port_trees.png
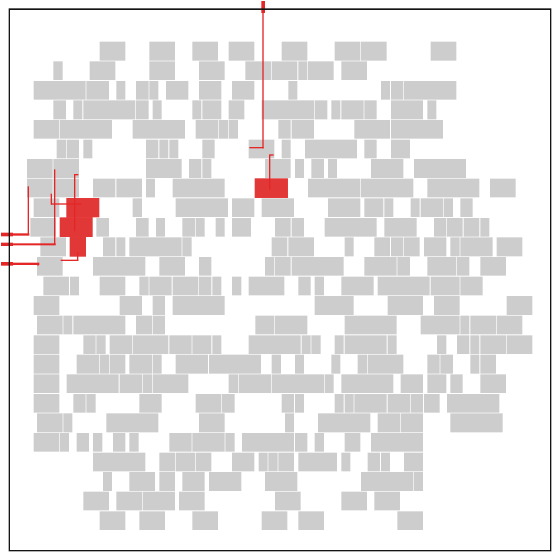
gates.png
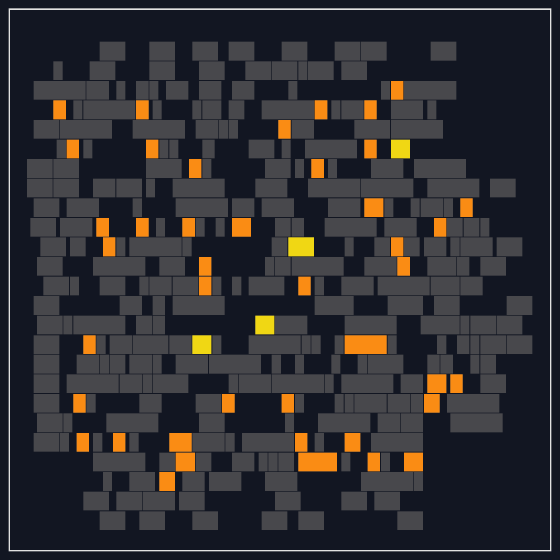
`config.mk`:
```
export PLATFORM = sky130hd
export DESIGN_NAME = ref_cline_req_sequencer
export DESIGN_NICKNAME = d
export VERILOG_FILES = /design/src/rtl/ref_cline_req_sequencer_pkg.sv /design/src/rtl/ref_cline_req_sequencer_span.sv /design/src/rtl/ref_cline_req_sequencer.sv
export SDC_FILE = /design/constraint.sdc
export NUM_CORES = 1
export LEC_CHECK = 0
export ABC_CLOCK_PERIOD_IN_PS = 6110
export CAP_MARGIN = 40
export CORE_MARGIN = 2
export CORE_UTILIZATION = 39
export DETAILED_ROUTE_END_ITERATION = 8
export PLACE_DENSITY_LB_ADDON = 0.12
export SYNTH_ARGS = -nofsm -noshare
export SYNTH_HDL_FRONTEND = slang
export SYNTH_SLANG_ARGS = --single-unit
```
`constraint.sdc`:
```
create_clock -name clk -period 6.11 [get_ports clk]
set_clock_uncertainty 0.2 [all_clocks]
set_input_delay 1.222 -clock clk [delete_from_list [all_inputs] [get_ports clk]]
set_output_delay 1.222 -clock clk [all_outputs]
set_load 0.01 [all_outputs]
```
`src/rtl/ref_cline_req_sequencer_pkg.sv`:
```
// ref_cline_req_sequencer_pkg
//   Shared cache geometry, coordinate widths, derived line-index and span
//   widths, and the sequencer FSM state encoding.
package ref_cline_req_sequencer_pkg;

  localparam int unsigned CFG_C_L_H_SIZE = 3;   // 8-pixel-wide cache lines
  localparam int unsigned CFG_C_L_V_SIZE = 2;   // 4-row-tall cache lines
  localparam int unsigned CFG_DIM_WDTH   = 4;
  localparam int unsigned CFG_X_WDTH     = 12;
  localparam int unsigned CFG_Y_WDTH     = 12;

  localparam int unsigned CFG_CL_X_WDTH  = CFG_X_WDTH - CFG_C_L_H_SIZE;
  localparam int unsigned CFG_CL_Y_WDTH  = CFG_Y_WDTH - CFG_C_L_V_SIZE;

  // Bits needed for a per-axis line-span count: the largest delta is
  // ceil((2^dim_w - 1) / 2^ls), and the field must also hold that value + 1.
  function automatic int unsigned span_bits(input int unsigned dim_w,
                                            input int unsigned ls);
    int unsigned max_delta;
    max_delta = (((1 << dim_w) - 1) + ((1 << ls) - 1)) >> ls;
    return $clog2(max_delta + 2);
  endfunction

  localparam int unsigned CFG_SPAN_X = span_bits(CFG_DIM_WDTH, CFG_C_L_H_SIZE);
  localparam int unsigned CFG_SPAN_Y = span_bits(CFG_DIM_WDTH, CFG_C_L_V_SIZE);
  localparam int unsigned CFG_SPAN_WDTH =
    (CFG_SPAN_X > CFG_SPAN_Y) ? CFG_SPAN_X : CFG_SPAN_Y;

  typedef enum logic {
    ST_IDLE  = 1'b0,
    ST_ISSUE = 1'b1
  } seq_state_e;

endpackage

```
`src/rtl/ref_cline_req_sequencer_span.sv`:
```
// cline_span_calc
//   Combinational per-axis cache-line span: base line index of the block
//   start and the number of lines covered minus one.
//   Ports:
//     i_start  block start pixel coordinate
//     i_dim    block dimension minus one
//     o_base   line index containing i_start
//     o_delta  lines spanned minus one
module cline_span_calc #(
  parameter int unsigned COORD_WDTH = 12,
  parameter int unsigned DIM_WDTH   = 4,
  parameter int unsigned LINE_SIZE  = 3,
  parameter int unsigned SPAN_WDTH  = 3
) (
  input  logic [COORD_WDTH-1:0]           i_start,
  input  logic [DIM_WDTH-1:0]             i_dim,
  output logic [COORD_WDTH-LINE_SIZE-1:0] o_base,
  output logic [SPAN_WDTH-1:0]            o_delta
);

  localparam int unsigned LINE_W = COORD_WDTH - LINE_SIZE;

  // End line index keeps the carry bit so a block crossing the top of the
  // coordinate space still yields the correct (wrapped) line difference.
  logic [LINE_W:0] w_end_line;
  logic [LINE_W:0] w_diff;

  assign o_base     = i_start[COORD_WDTH-1:LINE_SIZE];
  assign w_end_line = (LINE_W+1)'(({1'b0, i_start} + (COORD_WDTH+1)'(i_dim)) >> LINE_SIZE);
  assign w_diff     = w_end_line - {1'b0, o_base};
  assign o_delta    = SPAN_WDTH'(w_diff);

endmodule

```
`src/rtl/ref_cline_req_sequencer.sv`:
```
// ref_cline_req_sequencer
//   Takes one reference-block descriptor and issues one cache-line request
//   per covered line, raster order, over a valid/ready handshake.
//   Optional statistics counters are enabled by defining CLINE_STAT_EN.
//   Ports:
//     clk, reset                      clock, synchronous active-high reset
//     blk_valid_in / blk_ready_out    descriptor handshake
//     start_x_in, start_y_in          block top-left pixel
//     rf_blk_wdt_in, rf_blk_hgt_in    block width/height minus one
//     cline_valid_out / cline_ready_in request handshake
//     cline_x_out, cline_y_out        cache-line column/row index
//     cline_first_out, cline_last_out first/last request of the block
//     delta_x_out, delta_y_out        lines spanned minus one, per block
//     stat_blk_cnt_out                blocks accepted (CLINE_STAT_EN)
//     stat_cline_cnt_out              requests handshaken (CLINE_STAT_EN)
module ref_cline_req_sequencer
  import ref_cline_req_sequencer_pkg::*;
#(
  parameter int unsigned C_L_H_SIZE = CFG_C_L_H_SIZE,
  parameter int unsigned C_L_V_SIZE = CFG_C_L_V_SIZE,
  parameter int unsigned DIM_WDTH   = CFG_DIM_WDTH,
  parameter int unsigned X_WDTH     = CFG_X_WDTH,
  parameter int unsigned Y_WDTH     = CFG_Y_WDTH,
  parameter int unsigned SPAN_WDTH  = CFG_SPAN_WDTH
) (
  input  logic                         clk,
  input  logic                         reset,
  input  logic                         blk_valid_in,
  output logic                         blk_ready_out,
  input  logic [X_WDTH-1:0]            start_x_in,
  input  logic [Y_WDTH-1:0]            start_y_in,
  input  logic [DIM_WDTH-1:0]          rf_blk_wdt_in,
  input  logic [DIM_WDTH-1:0]          rf_blk_hgt_in,
  output logic                         cline_valid_out,
  input  logic                         cline_ready_in,
  output logic [X_WDTH-C_L_H_SIZE-1:0] cline_x_out,
  output logic [Y_WDTH-C_L_V_SIZE-1:0] cline_y_out,
  output logic                         cline_first_out,
  output logic                         cline_last_out,
  output logic [SPAN_WDTH-1:0]         delta_x_out,
  output logic [SPAN_WDTH-1:0]         delta_y_out
`ifdef CLINE_STAT_EN
  ,
  output logic [31:0]                  stat_blk_cnt_out,
  output logic [31:0]                  stat_cline_cnt_out
`endif
);

  localparam int unsigned LX_W = X_WDTH - C_L_H_SIZE;
  localparam int unsigned LY_W = Y_WDTH - C_L_V_SIZE;

  seq_state_e            r_state;
  seq_state_e            w_state_nxt;

  logic [LX_W-1:0]       w_base_x;
  logic [LY_W-1:0]       w_base_y;
  logic [SPAN_WDTH-1:0]  w_delta_x;
  logic [SPAN_WDTH-1:0]  w_delta_y;

  logic [LX_W-1:0]       r_base_x;
  logic [LY_W-1:0]       r_base_y;
  logic [SPAN_WDTH-1:0]  r_delta_x;
  logic [SPAN_WDTH-1:0]  r_delta_y;
  logic [SPAN_WDTH-1:0]  r_cnt_x;
  logic [SPAN_WDTH-1:0]  r_cnt_y;

  logic                  w_accept;
  logic                  w_fire;
  logic                  w_x_end;
  logic                  w_y_end;
  logic                  w_final;

  cline_span_calc #(
    .COORD_WDTH (X_WDTH),
    .DIM_WDTH   (DIM_WDTH),
    .LINE_SIZE  (C_L_H_SIZE),
    .SPAN_WDTH  (SPAN_WDTH)
  ) u_span_x (
    .i_start (start_x_in),
    .i_dim   (rf_blk_wdt_in),
    .o_base  (w_base_x),
    .o_delta (w_delta_x)
  );

  cline_span_calc #(
    .COORD_WDTH (Y_WDTH),
    .DIM_WDTH   (DIM_WDTH),
    .LINE_SIZE  (C_L_V_SIZE),
    .SPAN_WDTH  (SPAN_WDTH)
  ) u_span_y (
    .i_start (start_y_in),
    .i_dim   (rf_blk_hgt_in),
    .o_base  (w_base_y),
    .o_delta (w_delta_y)
  );

  assign w_x_end = (r_cnt_x == r_delta_x);
  assign w_y_end = (r_cnt_y == r_delta_y);
  assign w_final = w_x_end && w_y_end;

  always_ff @(posedge clk) begin
    if (reset) begin
      r_state <= ST_IDLE;
    end else begin
      r_state <= w_state_nxt;
    end
  end

  always_comb begin
    w_state_nxt     = r_state;
    blk_ready_out   = 1'b0;
    cline_valid_out = 1'b0;
    w_accept        = 1'b0;
    w_fire          = 1'b0;
    case (r_state)
      ST_IDLE: begin
        blk_ready_out = 1'b1;
        if (blk_valid_in) begin
          w_accept    = 1'b1;
          w_state_nxt = ST_ISSUE;
        end
      end
      ST_ISSUE: begin
        cline_valid_out = 1'b1;
        if (cline_ready_in) begin
          w_fire = 1'b1;
          if (w_final) begin
            w_state_nxt = ST_IDLE;
          end
        end
      end
      default: w_state_nxt = ST_IDLE;
    endcase
  end

  always_ff @(posedge clk) begin
    if (reset) begin
      r_base_x  <= '0;
      r_base_y  <= '0;
      r_delta_x <= '0;
      r_delta_y <= '0;
      r_cnt_x   <= '0;
      r_cnt_y   <= '0;
    end else if (w_accept) begin
      r_base_x  <= w_base_x;
      r_base_y  <= w_base_y;
      r_delta_x <= w_delta_x;
      r_delta_y <= w_delta_y;
      r_cnt_x   <= '0;
      r_cnt_y   <= '0;
    end else if (w_fire) begin
      if (w_final) begin
        r_cnt_x <= '0;
        r_cnt_y <= '0;
      end else if (w_x_end) begin
        r_cnt_x <= '0;
        r_cnt_y <= r_cnt_y + 1'b1;
      end else begin
        r_cnt_x <= r_cnt_x + 1'b1;
      end
    end
  end

  // Outputs decode registers only, so they cannot move while the request
  // is stalled by cline_ready_in.
  assign cline_x_out     = r_base_x + LX_W'(r_cnt_x);
  assign cline_y_out     = r_base_y + LY_W'(r_cnt_y);
  assign cline_first_out = (r_state == ST_ISSUE) && (r_cnt_x == '0) && (r_cnt_y == '0);
  assign cline_last_out  = (r_state == ST_ISSUE) && w_final;
  assign delta_x_out     = r_delta_x;
  assign delta_y_out     = r_delta_y;

`ifdef CLINE_STAT_EN
  logic [31:0] r_stat_blk;
  logic [31:0] r_stat_cline;

  always_ff @(posedge clk) begin
    if (reset) begin
      r_stat_blk   <= '0;
      r_stat_cline <= '0;
    end else begin
      if (w_accept) r_stat_blk   <= r_stat_blk + 32'd1;
      if (w_fire)   r_stat_cline <= r_stat_cline + 32'd1;
    end
  end

  assign stat_blk_cnt_out   = r_stat_blk;
  assign stat_cline_cnt_out = r_stat_cline;
`endif

endmodule

```
==> flow_metrics.tcl <==
# collected from the flow reports
set metrics [dict create \
    status "finished, final reports clean" \
    wl_met2_um 2040 \
    ys_types 41 \
    n_all_buffers 66 \
    largest_register_ffs 10 \
    syn_avg_cell_area_sq_um 8.25 \
    syn_inst 239 \
    min_period_ns 3.86 \
    largestClassByArea "multi-input combinational cells" \
    crit_fanout 5 \
    top_usage_layer "met2" \
    top_cells_by_area "dfxtp_1, ha_1, nand2_1" \
    seq_share 0.232 \
    grt_pass1_vias 1681 \
    startpoint_type "flip-flop" \
    drive_gt1_frac 0.0526 \
    layout.cells.most_common "clkdlybuf4s50_1" \
    yosys.stat.seqShare 0.325 \
    cts-root-buf "clkbuf_8" \
    r2r_end "delta_x_out[1]" \
    comb.multi_input.count 187 \
    largest_registers "r_base_y: 10 flops, r_base_x: 9 flops" \
    slew_headroom 0.521 \
    warnings 28 \
    wl_per_cell_um 12.2 \
    buf_share 0.243 \
    yosys_cells 239 \
    portBuffers 64 \
    num_io_pins 65 \
    synth_flops 32 \
    synth-main-ff-cell "dfxtp_1" \
    cp-end-kind "output port" \
    cts_tree "done" \
    post_cts_buffers 0 \
    min-delay-path-class "reg -> reg" \
    post_cts_resized 0 \
    comb_area_frac 0.448 \
    top_register "r_base_y" \
    r2r-start "r_state" \
    utilization 0.578 \
    netlist_area_sq_um 1970 \
    regArea_sq_um 641 \
    num_rows 25 \
    reg2reg_depth 4 \
    dr.first_iter.drc_count 77 \
    overflow 0 \
    use_met3 0.0669 \
    clkTransAtPathRegs_ns 0.06 \
]
-- port_trees.png (at the start) --
port	colour	bits	direction	end cells	buffers	wire
`rf_blk_wdt_in`	red	4	input	4	4	71.5 um

-- gates.png (at the start) --
family	colour	cells	most used	where
non-inverting ao/oa cells	yellow	4	a21o_1	centre
aoi and oai cells	orange	42	a21oi_1	widely spread

-- worst max-delay path, cell delays in order, from the launching register on --
cell             delay [ns]
dfxtp_1                0.42
ha_1                   0.20
inv_1                  0.05
fa_1                   0.39
inv_1                  0.07
a21o_1                 0.14
nand4_1                0.12
xnor2_1                0.19
clkdlybuf4s50_1        0.57
-- worst max path at each step --
stage,from,endpoint,slack (ns),depth (start not counted)
final,r_cnt_y[0],cline_y_out[6],2.25,8
after global placement,start_y_in[1],delta_y_out[2],2.38,9
after detailed placement,start_y_in[1],delta_y_out[2],2.34,9
after floorplan,start_y_in[1],delta_y_out[2],2.87,8
after CTS,r_cnt_y[0],cline_y_out[6],2.24,8
after global routing,r_cnt_y[0],cline_y_out[6],2.09,8
-- power by group --
part           internal [mW]  switching [mW]  total, mW
logic                 0.0776          0.0639      0.141
clock network         0.0918          0.0754      0.167
registers              0.222          0.0138      0.235
total                  0.391           0.153      0.544
-- synthesized netlist by cell type, drive strengths merged (2+ instances only) --
cell type / n
dfxtp: 32
a21o: 3
a211oi: 2
fa: 3
a21oi: 30
o21ai: 2
nor4: 3
xor2: 8
nand2: 55
nand3: 6
nand2b: 2
nor2: 10
nor2b: 2
nor3: 4
a31oi: 2
a21boi: 2
inv: 11
nand4: 6
or3: 2
xnor2: 16
buf: 6
clkbuf: 3
ha: 18
-- metrics by stage --
step	instance area, sq um	total power, mW	hold slack, ns	worst slack (ns)	instances
finish	2760	0.544	0.264	2.25	371
global route	2760	0.577	0.293	2.09	371
CTS	2760	0.551	0.267	2.24	371
detailed placement	2670	0.382	0.258	2.34	363
global placement	2640	0.379	0.250	2.38	361
floorplan	1970	0.314	0.241	2.87	239
-- logic make-up after synthesis --
family	count (synthesis)
simple gates	96
flops	32
buf+inv	20
compound gates	46
xor+xnor	24
fa+ha+maj	21
Power figures rest on the tool's default switching activity, not on a simulated workload.
